Fig. 1: run 1, the clock network
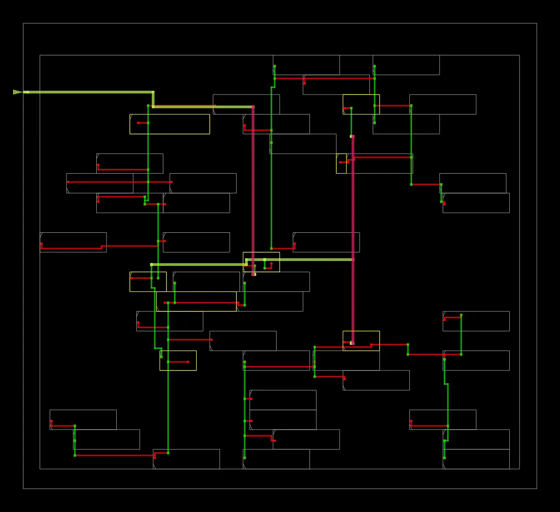
Fig. 2: run 1, selected gate families
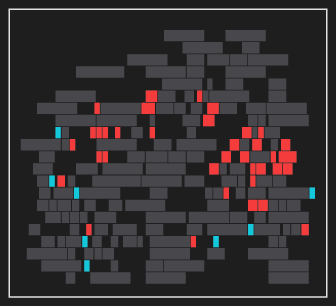
Fig. 3: run 1, metal 1
Supply wires on this layer in gray.
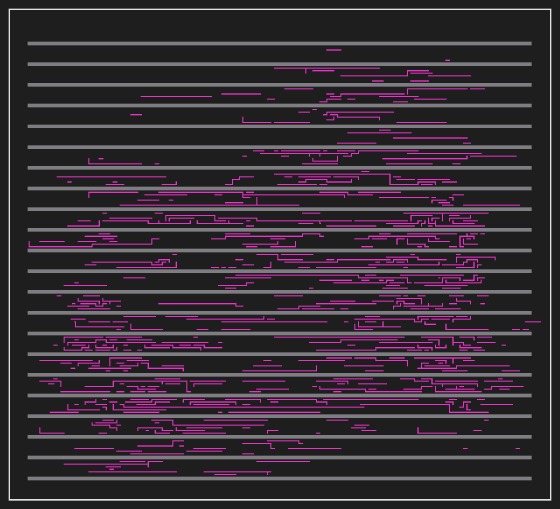
$ cat src/rtl/tictactoe_pkg.sv
// Shared types and constants for the tic-tac-toe board access path.
//   cellStateType : encoding of one board cell (EMPTY/X/O; 01 reads as EMPTY)
//   arbStateType  : states of the board access arbiter
//   LINES         : cell indices of the 3 rows, 3 columns and 2 diagonals
//   isX / isO     : cell decoders, anything that is not X or O counts as EMPTY
package tictactoe_pkg;

    localparam int NCELLS = 9;
    localparam int AW     = 4;
    localparam int CW     = 2;
    localparam int NLINES = 8;

    typedef enum logic [CW-1:0] {
        EMPTY = 2'b00,
        X     = 2'b10,
        O     = 2'b11
    } cellStateType;

    typedef enum logic [2:0] {
        IDLE  = 3'd0,
        WRITE = 3'd1,
        READ  = 3'd2,
        DRAIN = 3'd3,
        EVAL  = 3'd4
    } arbStateType;

    localparam logic [0:NLINES-1][0:2][AW-1:0] LINES = '{
        '{4'd0, 4'd1, 4'd2},
        '{4'd3, 4'd4, 4'd5},
        '{4'd6, 4'd7, 4'd8},
        '{4'd0, 4'd3, 4'd6},
        '{4'd1, 4'd4, 4'd7},
        '{4'd2, 4'd5, 4'd8},
        '{4'd0, 4'd4, 4'd8},
        '{4'd2, 4'd4, 4'd6}
    };

    function automatic logic isX(input logic [CW-1:0] c);
        return (c == X);
    endfunction

    function automatic logic isO(input logic [CW-1:0] c);
        return (c == O);
    endfunction

endpackage

$ cat src/rtl/line_checker.sv
// Combinational evaluation of a 3x3 board.
//   board  : NCELLS cells, cell 0 in the low slice
//   winner : X if any X line exists (X wins an illegal double win), else O, else EMPTY
//   draw   : no winner and every cell holds X or O
module line_checker
    import tictactoe_pkg::*;
(
    input  logic [NCELLS-1:0][CW-1:0] board,
    output logic [CW-1:0]             winner,
    output logic                      draw
);

    logic xLine;
    logic oLine;
    logic full;

    always_comb begin
        xLine  = 1'b0;
        oLine  = 1'b0;
        full   = 1'b1;
        winner = EMPTY;
        for (int l = 0; l < NLINES; l++) begin
            xLine = xLine | (isX(board[LINES[l][0]]) & isX(board[LINES[l][1]]) & isX(board[LINES[l][2]]));
            oLine = oLine | (isO(board[LINES[l][0]]) & isO(board[LINES[l][1]]) & isO(board[LINES[l][2]]));
        end
        for (int c = 0; c < NCELLS; c++) begin
            full = full & (isX(board[c]) | isO(board[c]));
        end
        if (xLine) begin
            winner = X;
        end else if (oLine) begin
            winner = O;
        end
        draw = ~xLine & ~oLine & full;
    end

endmodule

$ cat src/rtl/board_access_arbiter.sv
// Owns the single board RAM port. Grants cell writes from the game controller,
// and after every write (or on scanReq) reads cells 0..NCELLS-1 into a shadow
// board, evaluates it and publishes winner/draw/gameIsDone.
//   ph1, reset_n          : clock, asynchronous active-low reset
//   wrReq/wrAddr/wrData   : write request, answered by a wrGnt or wrErr pulse
//   scanReq, newGame      : rescan pulse, result clear pulse
//   memAddr/memWe/memWdata: registered RAM controls; memRdata is one cycle late
//   busy, scanDone        : not-IDLE flag, results-updated pulse
//   winner/draw/gameIsDone: registered game result
//   dbgState              : current arbiter state for observation
module board_access_arbiter
    import tictactoe_pkg::*;
(
    input  logic              ph1,
    input  logic              reset_n,
    input  logic              wrReq,
    input  logic [AW-1:0]     wrAddr,
    input  logic [CW-1:0]     wrData,
    output logic              wrGnt,
    output logic              wrErr,
    input  logic              scanReq,
    input  logic              newGame,
    output logic [AW-1:0]     memAddr,
    output logic              memWe,
    output logic [CW-1:0]     memWdata,
    input  logic [CW-1:0]     memRdata,
    output logic              busy,
    output logic              scanDone,
    output logic [CW-1:0]     winner,
    output logic              draw,
    output logic              gameIsDone,
    output arbStateType       dbgState
);

    arbStateType              state;
    logic [NCELLS-1:0][CW-1:0] shadow;
    logic                     capEn;    // memRdata this cycle belongs to capAddr
    logic [AW-1:0]            capAddr;
    logic [CW-1:0]            lcWinner;
    logic                     lcDraw;

    line_checker uLineChecker (
        .board  (shadow),
        .winner (lcWinner),
        .draw   (lcDraw)
    );

    assign busy     = (state != IDLE);
    assign dbgState = state;

    // Write handshake: the requester holds wrReq (with stable wrAddr/wrData)
    // until it sees exactly one of wrGnt or wrErr for one cycle, then drops it.
    // While wrErr is high the request is already answered, so a still-held
    // wrReq in that cycle is not evaluated again.
    always_ff @(posedge ph1 or negedge reset_n) begin
        if (!reset_n) begin
            state      <= IDLE;
            memAddr    <= '0;
            memWe      <= 1'b0;
            memWdata   <= '0;
            wrGnt      <= 1'b0;
            wrErr      <= 1'b0;
            scanDone   <= 1'b0;
            winner     <= '0;
            draw       <= 1'b0;
            gameIsDone <= 1'b0;
            capEn      <= 1'b0;
            capAddr    <= '0;
            shadow     <= '0;
        end else begin
            wrGnt    <= 1'b0;
            wrErr    <= 1'b0;
            scanDone <= 1'b0;
            memWe    <= 1'b0;
            capEn    <= 1'b0;

            if (capEn) begin
                shadow[capAddr] <= memRdata;
            end

            // EVAL below is later in the block, so a scan finishing in the
            // same cycle as newGame keeps its fresh result.
            if (newGame) begin
                winner     <= '0;
                draw       <= 1'b0;
                gameIsDone <= 1'b0;
            end

            case (state)
                IDLE: begin
                    if (wrReq) begin
                        if (!wrErr) begin
                            if ((wrAddr >= AW'(NCELLS)) || gameIsDone) begin
                                wrErr <= 1'b1;
                            end else begin
                                state    <= WRITE;
                                memWe    <= 1'b1;
                                memAddr  <= wrAddr;
                                memWdata <= wrData;
                                wrGnt    <= 1'b1;
                            end
                        end
                    end else if (scanReq) begin
                        state   <= READ;
                        memAddr <= '0;
                    end
                end
                WRITE: begin
                    state   <= READ;
                    memAddr <= '0;
                end
                READ: begin
                    capEn   <= 1'b1;
                    capAddr <= memAddr;
                    if (memAddr == AW'(NCELLS - 1)) begin
                        state <= DRAIN;
                    end else begin
                        memAddr <= memAddr + AW'(1);
                    end
                end
                DRAIN: begin
                    state <= EVAL;
                end
                EVAL: begin
                    winner     <= lcWinner;
                    draw       <= lcDraw;
                    gameIsDone <= (lcWinner != EMPTY) | lcDraw;
                    scanDone   <= 1'b1;
                    state      <= IDLE;
                end
                default: begin
                    state <= IDLE;
                end
            endcase
        end
    end

endmodule

$ cat config.mk
export PLATFORM = sky130hd
export DESIGN_NAME = board_access_arbiter
export DESIGN_NICKNAME = d
export VERILOG_FILES = /design/src/rtl/tictactoe_pkg.sv /design/src/rtl/line_checker.sv /design/src/rtl/board_access_arbiter.sv
export SDC_FILE = /design/constraint.sdc
export NUM_CORES = 1
export LEC_CHECK = 0
export CORE_ASPECT_RATIO = 0.9
export CORE_MARGIN = 2
export CORE_UTILIZATION = 49
export CTS_BUF_LIST = sky130_fd_sc_hd__clkbuf_8
export CTS_CLUSTER_DIAMETER = 30
export DETAILED_ROUTE_END_ITERATION = 10
export DONT_BUFFER_PORTS = 1
export MAX_ROUTING_LAYER = met4
export PLACE_DENSITY = 0.75
export SYNTH_ARGS = -nofsm -noshare
export SYNTH_HDL_FRONTEND = slang
export SYNTH_SLANG_ARGS = --single-unit
$ cat constraint.sdc
create_clock -name ph1 -period 4.37 [get_ports ph1]
set_clock_uncertainty 0.1 [all_clocks]
set_input_delay 1.0925 -clock ph1 [delete_from_list [all_inputs] [get_ports ph1]]
set_output_delay 1.0925 -clock ph1 [all_outputs]
set_load 0.02 [all_outputs]
==> results.toml, run 1 <==
# implementation run metrics
[place]
hpwl_um = 3020

[worst_setup_path]
critPathMaxFanout = 8
rr_startpoint = "dbgState[0]"

[route]
m1WireLength_um = 1790
top_layer = "met4"
wl_met3_um = 238

[clock_network]
hold_buffers = 0
cts-resized-gates = 0
cts.sinks = 39
clockRootBuffer = "clkbuf_8"
post_cts_buffers = 0

[timing]
tightestPinTransition_ns = 0.470
min_period_ns = 2.56
slew_viol_final = 0

[logic_synthesis]
ys_types = 47
synthesis.area_um2 = 1980
ys_top_cells_by_area = "dfrtp_1, mux2_1, nand4_1, nand2_1, a21oi_1"
ys_cells = 180
yosys_area_um2 = 1980
top_area_share_pct = 49.4
fa_ha_area_share_pct = 1.27

[floorplanning]
dieArea_um2 = 4560
fp-utilization_pct = 52.2
pin_count = 31

[power]
p_leak_nw = 0.896

[grt]
grt_max_degree = 40
grt_pass1_vias = 1480

[status]
outcome = "complete, no violations"
Notes on Fig. 1 above:
clk_lat worst skew: 0.29 ns
CTS buffer count: 5

Notes on Fig. 2 above:
Key: cyan = inverters [cells 8, most used inv_1]; red = NAND gates [cells 36, most used nand2_1]
most numerous logic cell after layout: dfrtp_1
Comb area share: 44.0%
final std cells w/o fill: 228

Notes on Fig. 3 above:
The wires run mostly horizontal. 183 nets have wire on it. The longest straight run is 31.5 um. The layer carries 1,790 um of wire. The layer holds 43% of the routed length.
vias: 1,456
M1 GR Usage: 24.2%
final WL: 4160 um

[run 1: metal layers]
metal / GRT usage (%) / vias to the layer above
met4: 8.02 / 0
met1: 24.2 / 721
met3: 5.05 / 5
li1: - / 679
met2: 33.4 / 51
met5: - / -
[run 1: state kept, by name (all words and copies together) (netlist names)]
register / cells
gameIsDone: 1
capEn: 1
capAddr: 4
draw: 1
wrErr: 1
dbgState: 3
winner: 2
memWe: 1
memAddr: 4
scanDone: 1
memWdata: 2
shadow: 18
[run 1: final timing paths]
path	endpoint	slack, ns
hold / removal	memWdata[0]	0.39
setup reg to reg	memAddr[1]	2.45
min in group ph1	capAddr[3]	0.43
max in group asynchronous	memAddr[0]	3.70
setup / recovery	busy	1.81
hold reg to reg	capAddr[3]	0.43
[run 1: power by group]
group	leakage [nW]	internal [W]	switching [W]
clock network	0.0695	0.000226	0.000126
registers	0.482	0.000511	0.000283
logic	0.345	0.000252	0.000248
total	0.896	0.000989	0.000657
[run 1: through the flow]
stage | cells | instance area, um2 | setup slack (ns) | hold slack [ns]
after detailed placement | 220 | 2000 | 1.93 | 0.406
final | 228 | 2140 | 1.81 | 0.387
after global placement | 220 | 2000 | 2.02 | 0.399
after CTS | 228 | 2140 | 1.81 | 0.380
after global routing | 228 | 2140 | 1.70 | 0.370
after floorplan | 180 | 1980 | 2.03 | 0.382
[run 1: layout make-up]
cell class / instances / area share, %
clock inverter: 3 / 2.99
clock buffer: 5 / 3.22
tap: 46 / 2.69
sequential: 39 / 45.7
multi-input combinational: 127 / 44.0
inverter: 8 / 1.41
[run 1: worst max-delay path: stages (launching register included)]
cell and delay, ns:
dfrtp_1 0.53, nor3_1 0.38, inv_2 0.17
Fig. 4: run 1, sequential cells colored by netlist name
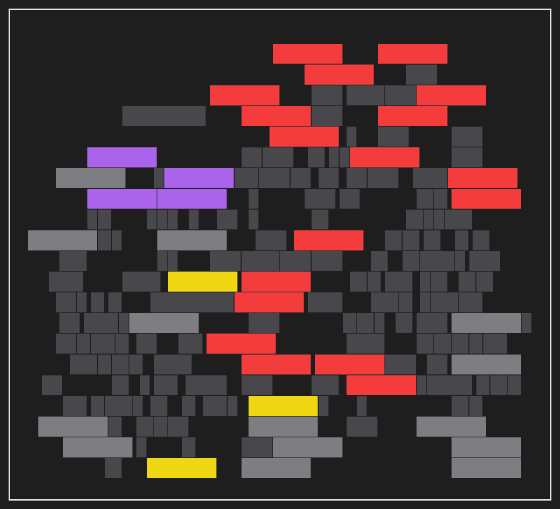

==> run 1 -> run 2 <==
--- a/config.mk
+++ b/config.mk
@@ -13,7 +13,7 @@
 export DETAILED_ROUTE_END_ITERATION = 10
 export DONT_BUFFER_PORTS = 1
 export MAX_ROUTING_LAYER = met4
-export PLACE_DENSITY = 0.75
+export PLACE_DENSITY = 0.77
 export SYNTH_ARGS = -nofsm -noshare
 export SYNTH_HDL_FRONTEND = slang
 export SYNTH_SLANG_ARGS = --single-unit
==> constraint.sdc (replaced) <==
create_clock -name ph1 -period 2.3 [get_ports ph1]
set_clock_uncertainty 0.1 [all_clocks]
set_input_delay 0.575 -clock ph1 [delete_from_list [all_inputs] [get_ports ph1]]
set_output_delay 0.575 -clock ph1 [all_outputs]
set_load 0.02 [all_outputs]
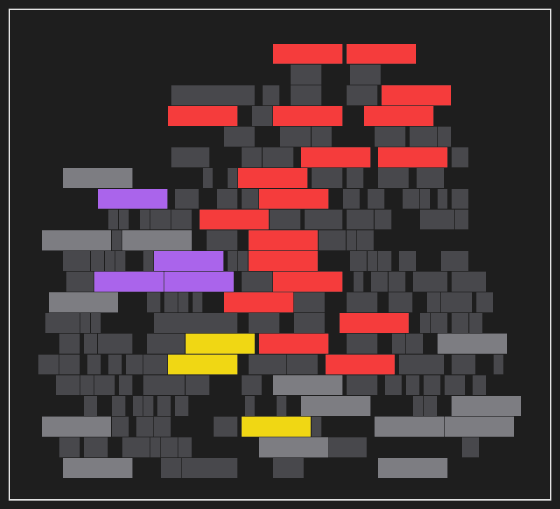
Fig. 5. Sequential cells colored by netlist name (run 2).
Key: yellow = dbgState [placed flops 3]; purple = capAddr [placed flops 4, where middle left]; red = shadow [placed flops 18]
fin util: 57.1%
FF+latch area: 976 um2
P_seq: 0.00150 W
Seq/total area: 45.2%

==> results.toml, run 2 <==
# implementation run metrics
[finish]
top_regs = "shadow x18, capAddr x4, memAddr x4"
largest_reg_flops = 18
top_register = "shadow"
mostFrequentLayoutCell = "dfrtp_1"

[floorplanning]
pin_count = 31
fp-utilization_pct = 52.2
dieArea_um2 = 4560

[power]
p_seq_share_pct = 47.6
p_leak_nw = 0.900
powerComb_w = 0.000971
pwr-share-clk_pct = 21.6
p_comb_share_pct = 30.8

[grt]
grt_max_degree = 40

[clock_network]
hold_buffers = 1
clock_latency_ns = 0.29
cts.sinks = 39
cts_inserted_buffers = 5

[place]
dpl-instance-area_um2 = 2000
post-place-ws_ns = 0.386
placed_cells = 220

[worst_setup_path]
crit_chain = "nor3_1 -> inv_2"
slowest_stage = "dfrtp_1"
critPathMaxFanout = 8
cp_slowest_stage_delay_ns = 0.53

[status]
outcome = "complete, no violations"

[logic_synthesis]
synthesis.area_um2 = 1980
ys_top_cells_by_area = "dfrtp_1, mux2_1, nand4_1, nand2_1, a21oi_1"
ys_cells = 180
fa_ha_area_share_pct = 1.27
yosys_area_um2 = 1980
ys_types = 47

[timing]
min_period_ns = 2.08
tightestPinTransition_ns = 0.519
finalWorstSetupSlack_ns = 0.221

[route]
drt-total-wl_um = 4190
[run 2: cell count changes in the layout (fill, tap and decap cells not counted), sizes merged]
cell / change
buf: +1
clkinvlp: +1
inv: -1
[run 2: path summary, 6_finish.rpt]
kind	from	to	slack (ns)
worst max register to register	dbgState[0]	memAddr[3]	0.36
worst max-delay path	dbgState[0]	busy	0.22
max in group asynchronous	reset_n	shadow[1]	1.90
worst min register to register	capAddr[2]	capAddr[2]	0.42
min in group ph1	wrData[0]	memWdata[0]	0.31
worst min-delay path	reset_n	memWdata[0]	0.01
[run 2: cell type report]
class / count / area (um2) / share of cell area [%]
Clock inverter: 3 / 67.6 / 3.13
Multi-Input combinational cell: 127 / 941 / 43.5
Tap cell: 46 / 57.6 / 2.66
Timing Repair Buffer: 1 / 20.0 / 0.926
Sequential cell: 39 / 976 / 45.2
Clock buffer: 5 / 68.8 / 3.18
Inverter: 8 / 30.0 / 1.39
[run 2: critical path, delay by kind of cell (launching register included)]
family / cells / cell delay [ns]
flip-flops: 1 / 0.53
AND/OR/NAND/NOR: 1 / 0.40
buffers and inverters: 1 / 0.18
[run 2: logic make-up (layout without fill, tap and decap cells)]
logic type | after synthesis | in the layout
AND-OR/OR-AND | 34 | 34
adder cells (fa/ha/maj) | 2 | 2
buffers and inverters | 14 | 17
flip-flops | 39 | 39
multiplexers | 22 | 22
AND/OR/NAND/NOR | 69 | 69
[run 2: per-layer routing]
| metal | wire length (um) | vias to the layer above | track usage, % |
|---|---|---|---|
| met2 | 2020 | 57 | 31.8 |
| met4 | 93 | 0 | 9.20 |
| met5 | 0 | - | - |
| met1 | 1840 | 703 | 26.5 |
| met3 | 235 | 10 | 5.52 |
| li1 | - | 679 | - |
Power is estimated from default activity; no workload was simulated.
